**Supply network**

The bar under the picture is 20 um long. Pins as bars on the die edge. Tap cells in gray.
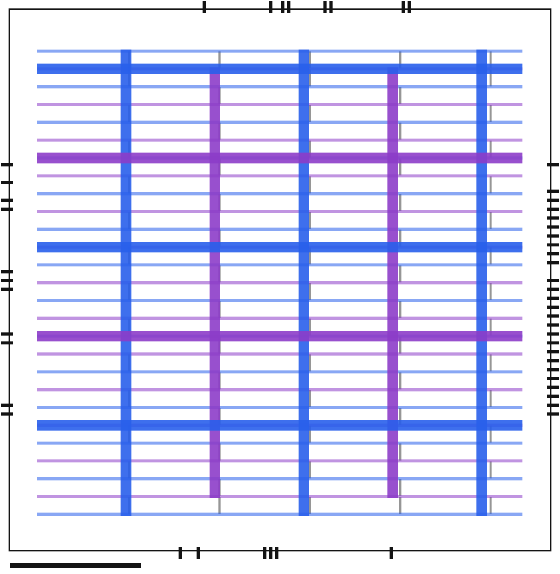
**Cell classes on the final placement**

The bar under the picture is 20 um long.
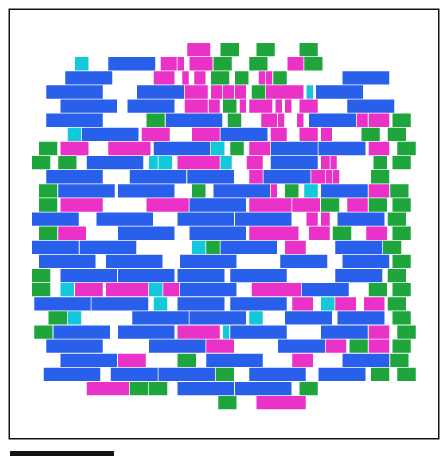
**Clock wires, drivers and flops**

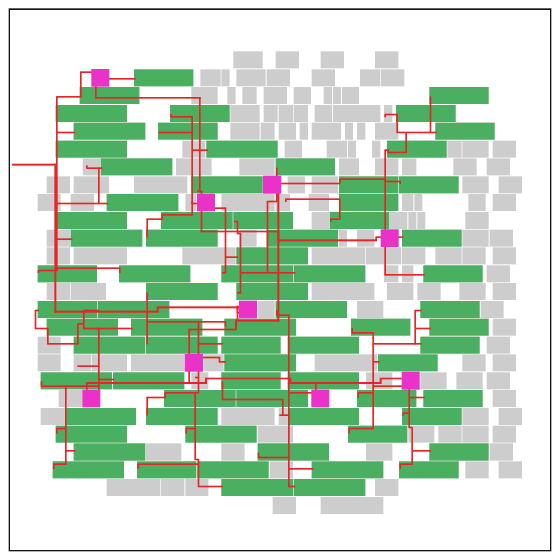
**Signal wires by layer**

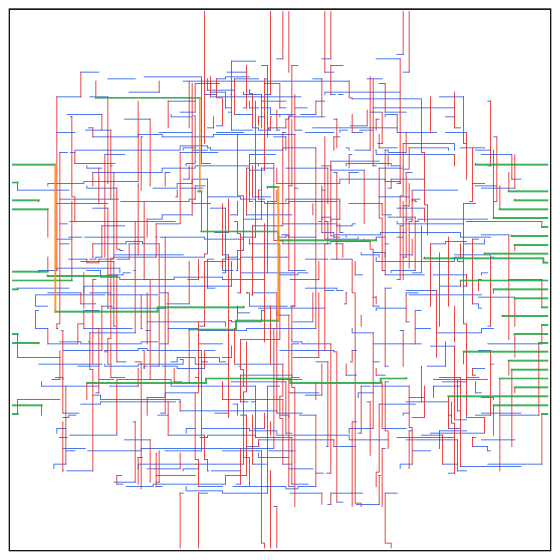
===== src/rtl/alu_op_sequencer.sv =====
// Issue stage for a combinational ALU: buffers commands in a FIFO, drives one at a
// time onto the ALU lines, captures the result after one settle cycle, hands it off.
module alu_op_sequencer #(
    parameter int unsigned DEPTH = 4,
    parameter int unsigned AW    = 4,
    parameter int unsigned SW    = 3,
    parameter int unsigned YW    = 8
) (
    input  logic                       clk,
    input  logic                       rst,
    input  logic                       cmd_valid,
    output logic                       cmd_ready,
    input  logic [AW-1:0]              cmd_a,
    input  logic [AW-1:0]              cmd_b,
    input  logic [SW-1:0]              cmd_s,
    output logic [AW-1:0]              alu_a,
    output logic [AW-1:0]              alu_b,
    output logic [SW-1:0]              alu_s,
    input  logic [YW-1:0]              alu_y,
    output logic                       res_valid,
    input  logic                       res_ready,
    output logic [YW-1:0]              res_y,
    output logic [SW-1:0]              res_s,
    output logic [$clog2(DEPTH):0]     fifo_count,
    output logic                       busy
);
    localparam int unsigned PW = $clog2(DEPTH);
    localparam int unsigned CW = PW + 1;
    localparam logic [CW-1:0] FULL = CW'(DEPTH);

    typedef struct packed {
        logic [AW-1:0] a;
        logic [AW-1:0] b;
        logic [SW-1:0] s;
    } cmd_t;

    typedef enum logic [1:0] {IDLE, SETTLE, RESULT} state_t;

    cmd_t          mem_q [DEPTH];
    logic [PW-1:0] wr_ptr_q, wr_ptr_d;
    logic [PW-1:0] rd_ptr_q, rd_ptr_d;
    logic [CW-1:0] count_q, count_d;
    state_t        state_q, state_d;
    cmd_t          alu_q, alu_d;
    logic [YW-1:0] res_y_q, res_y_d;
    logic [SW-1:0] res_s_q, res_s_d;
    logic          res_valid_q, res_valid_d;
    logic          push, pop;

    // Full is judged on the registered count only, so a pop never frees a slot early.
    assign cmd_ready = !rst && (count_q < FULL);
    assign push      = cmd_valid && cmd_ready;

    always_comb begin
        wr_ptr_d = wr_ptr_q;
        rd_ptr_d = rd_ptr_q;
        count_d  = count_q;
        if (push) wr_ptr_d = wr_ptr_q + PW'(1);
        if (pop)  rd_ptr_d = rd_ptr_q + PW'(1);
        case ({push, pop})
            2'b10:   count_d = count_q + CW'(1);
            2'b01:   count_d = count_q - CW'(1);
            default: count_d = count_q;
        endcase
    end

    always_comb begin
        state_d     = state_q;
        pop         = 1'b0;
        alu_d       = alu_q;
        res_y_d     = res_y_q;
        res_s_d     = res_s_q;
        res_valid_d = res_valid_q;
        unique case (state_q)
            IDLE: begin
                if (count_q != '0) begin
                    pop     = 1'b1;
                    alu_d   = mem_q[rd_ptr_q];
                    state_d = SETTLE;
                end
            end
            SETTLE: begin
                res_y_d     = alu_y;
                res_s_d     = alu_q.s;
                res_valid_d = 1'b1;
                state_d     = RESULT;
            end
            RESULT: begin
                if (res_valid_q && res_ready) begin
                    res_valid_d = 1'b0;
                    state_d     = IDLE;
                end
            end
            default: state_d = IDLE;
        endcase
    end

    always_ff @(posedge clk or posedge rst) begin
        if (rst) begin
            wr_ptr_q    <= '0;
            rd_ptr_q    <= '0;
            count_q     <= '0;
            state_q     <= IDLE;
            alu_q       <= '0;
            res_y_q     <= '0;
            res_s_q     <= '0;
            res_valid_q <= 1'b0;
        end else begin
            wr_ptr_q    <= wr_ptr_d;
            rd_ptr_q    <= rd_ptr_d;
            count_q     <= count_d;
            state_q     <= state_d;
            alu_q       <= alu_d;
            res_y_q     <= res_y_d;
            res_s_q     <= res_s_d;
            res_valid_q <= res_valid_d;
        end
    end

    // Storage needs no reset: entries are only read behind a valid count.
    always_ff @(posedge clk) begin
        if (push) mem_q[wr_ptr_q] <= '{a: cmd_a, b: cmd_b, s: cmd_s};
    end

    assign alu_a      = alu_q.a;
    assign alu_b      = alu_q.b;
    assign alu_s      = alu_q.s;
    assign res_valid  = res_valid_q;
    assign res_y      = res_y_q;
    assign res_s      = res_s_q;
    assign fifo_count = count_q;
    assign busy       = (state_q != IDLE);
endmodule

===== config.mk =====
export PLATFORM = sky130hd
export DESIGN_NAME = alu_op_sequencer
export DESIGN_NICKNAME = d
export VERILOG_FILES = /design/src/rtl/alu_op_sequencer.sv
export SDC_FILE = /design/constraint.sdc
export NUM_CORES = 1
export LEC_CHECK = 0
export CORE_MARGIN = 4
export CORE_UTILIZATION = 54
export CTS_BUF_LIST = sky130_fd_sc_hd__clkbuf_4
export DETAILED_ROUTE_END_ITERATION = 10
export PLACE_DENSITY = 0.89
export SLEW_MARGIN = 20
export SYNTH_ARGS = -nofsm -noshare
export SYNTH_HDL_FRONTEND = slang
export SYNTH_SLANG_ARGS = --single-unit

===== constraint.sdc =====
create_clock -name clk -period 2.4 [get_ports clk]
set_input_delay 0.48 -clock clk [delete_from_list [all_inputs] [get_ports clk]]
set_output_delay 0.48 -clock clk [all_outputs]
set_load 0.005 [all_outputs]

==> impl_metrics.json <==
{
  "outcome": "finished, final reports clean",
  "regMostFlops": "mem_q",
  "setup_viol": 0,
  "cts_buffers": 9,
  "cts_setup_buffers": 0,
  "cts-resized-gates": 0,
  "power_leader": "registers",
  "antenna_found_initial": 0,
  "setup_tns_ps": 0,
  "start_kind": "flip-flop",
  "aoi_share": 0.00586,
  "grt-busiest-layer": "met2",
  "flop_area_um2": 2120,
  "met3_usage": 0.0781,
  "drc": 0,
  "endpoint": "busy",
  "numSequentialCells": 76,
  "maxSlewHeadroom": 0.616,
  "comb_cells": 66,
  "top_logic_kind": "multiplexers",
  "simple_gate_share": 0.0326,
  "ant_nets": 0,
  "stdcell_count": 296,
  "clkCellAreaFrac": 0.0292,
  "p_leak_nw": 1.47,
  "chip_area_um2": 6790,
  "synth_cells": 154,
  "dr.pass1.iters": 4,
  "top_cell": "edfxtp_1",
  "vias_per_cell": 5.21,
  "power_density_nw_per_um2": 1180,
  "internal_power_mw": 3.14,
  "n_all_buffers": 60,
  "inv_count": 8,
  "cap_violations": 0,
  "reg2reg_depth": 8,
  "ys_cells": 154,
  "whs_ps": 480,
  "path_max_fanout": 5,
  "edf_count": 44,
  "wl_met3_um": 371,
  "synthDominantCellAreaShare": 0.442,
  "finalClockPeriodUsage": 0.896,
  "grt_max_degree": 33,
  "combPwrFrac": 0.404,
  "final_nets": 250,
  "logic_area_um2": 808,
  "numPlacedInstances": 280,
  "ios": 51,
  "powerComb_mw": 1.79,
  "worst_r2r_endpoint": "fifo_count[2]$_DFFE_PP0P_",
  "fin_crit_ps": 2150,
  "clock-root-buffer": "clkbuf_4",
  "r2r_slack_ps": 410,
  "ys_warn_count": 0,
  "largest_reg_flops": 44,
  "fp_util": 0.571,
  "final_max_slew_viol_count": 0,
  "sh_comb_area": 0.217,
  "mux_area_frac": 0.187,
  "crit-reg2reg-launch": "state_q[1]$_DFFE_PP0P_",
  "grt.met1_usage": 0.211
}
## Picture notes: 'supply network'
- purple: VDD
- blue: VSS
- rows: 26
- signal pins: 51
VDD IR-drop max: 0.578 mV
Die X-Extent: 82.4 um
core area: 5240 um2
Die Y: 82.4 um

## Picture notes: 'cell classes on the final placement'
- cyan: clock drivers and dummy loads (cells 16; share of their area 3.0%)
- green: remaining buffers and delay cells (cells 60; share of their area 16%)
- magenta: combinational and other logic (cells 74; share of their area 23%)
- blue: sequential cells (cells 76; share of their area 58%)
final core utilization: 0.713
design area: 3730 um2
Seq area share: 0.569
row cnt: 26

## Picture notes: 'clock wires, drivers and flops'
- red: clock wires (length 765 um)
- green: flip-flops (count 76)
- magenta: clock drivers (count 9)
- routed clock nets: 10
Final Skew: 15.8 ps
clock power share: 0.144
Clock Power: 637 uW
Skew-Pair Late Insertion Delay: 410 ps

## Picture notes: 'signal wires by layer'
- orange: metal 4 (wire length 57.1 um)
- red: metal 2 (wire length 2560 um)
- green: metal 3 (wire length 372 um)
- blue: metal 1 (wire length 2110 um)
Routed WL: 5100 um
via count: 1542
gr usage total: 0.173
Routed WL per cell: 17.2 um

==> worst min-delay path by stage <==
stage                      startpoint               endpoint  slack (ps)  cells after the start
6_report                          rst   alu_a[2]$_DFFE_PP0P_         480                      3
5_1_grt                           rst   alu_a[3]$_DFFE_PP0P_         500                      3
4_1_cts                           rst   alu_a[2]$_DFFE_PP0P_         470                      3
3_5_place_dp     res_y[1]$_DFFE_PP0P_   res_y[1]$_DFFE_PP0P_         490                      1
3_3_place_gp   state_q[1]$_DFFE_PP0P_  res_valid$_DFFE_PP0P_         480                      1
2_1_floorplan  state_q[1]$_DFFE_PP0P_  res_valid$_DFFE_PP0P_         470                      1
==> critical path, stage by stage (launching register included) <==
cell	delay [ps]
dfrtp_1	440
or2_2	350
clkdlybuf4s50_1	480
Power is estimated from default activity; no workload was simulated.
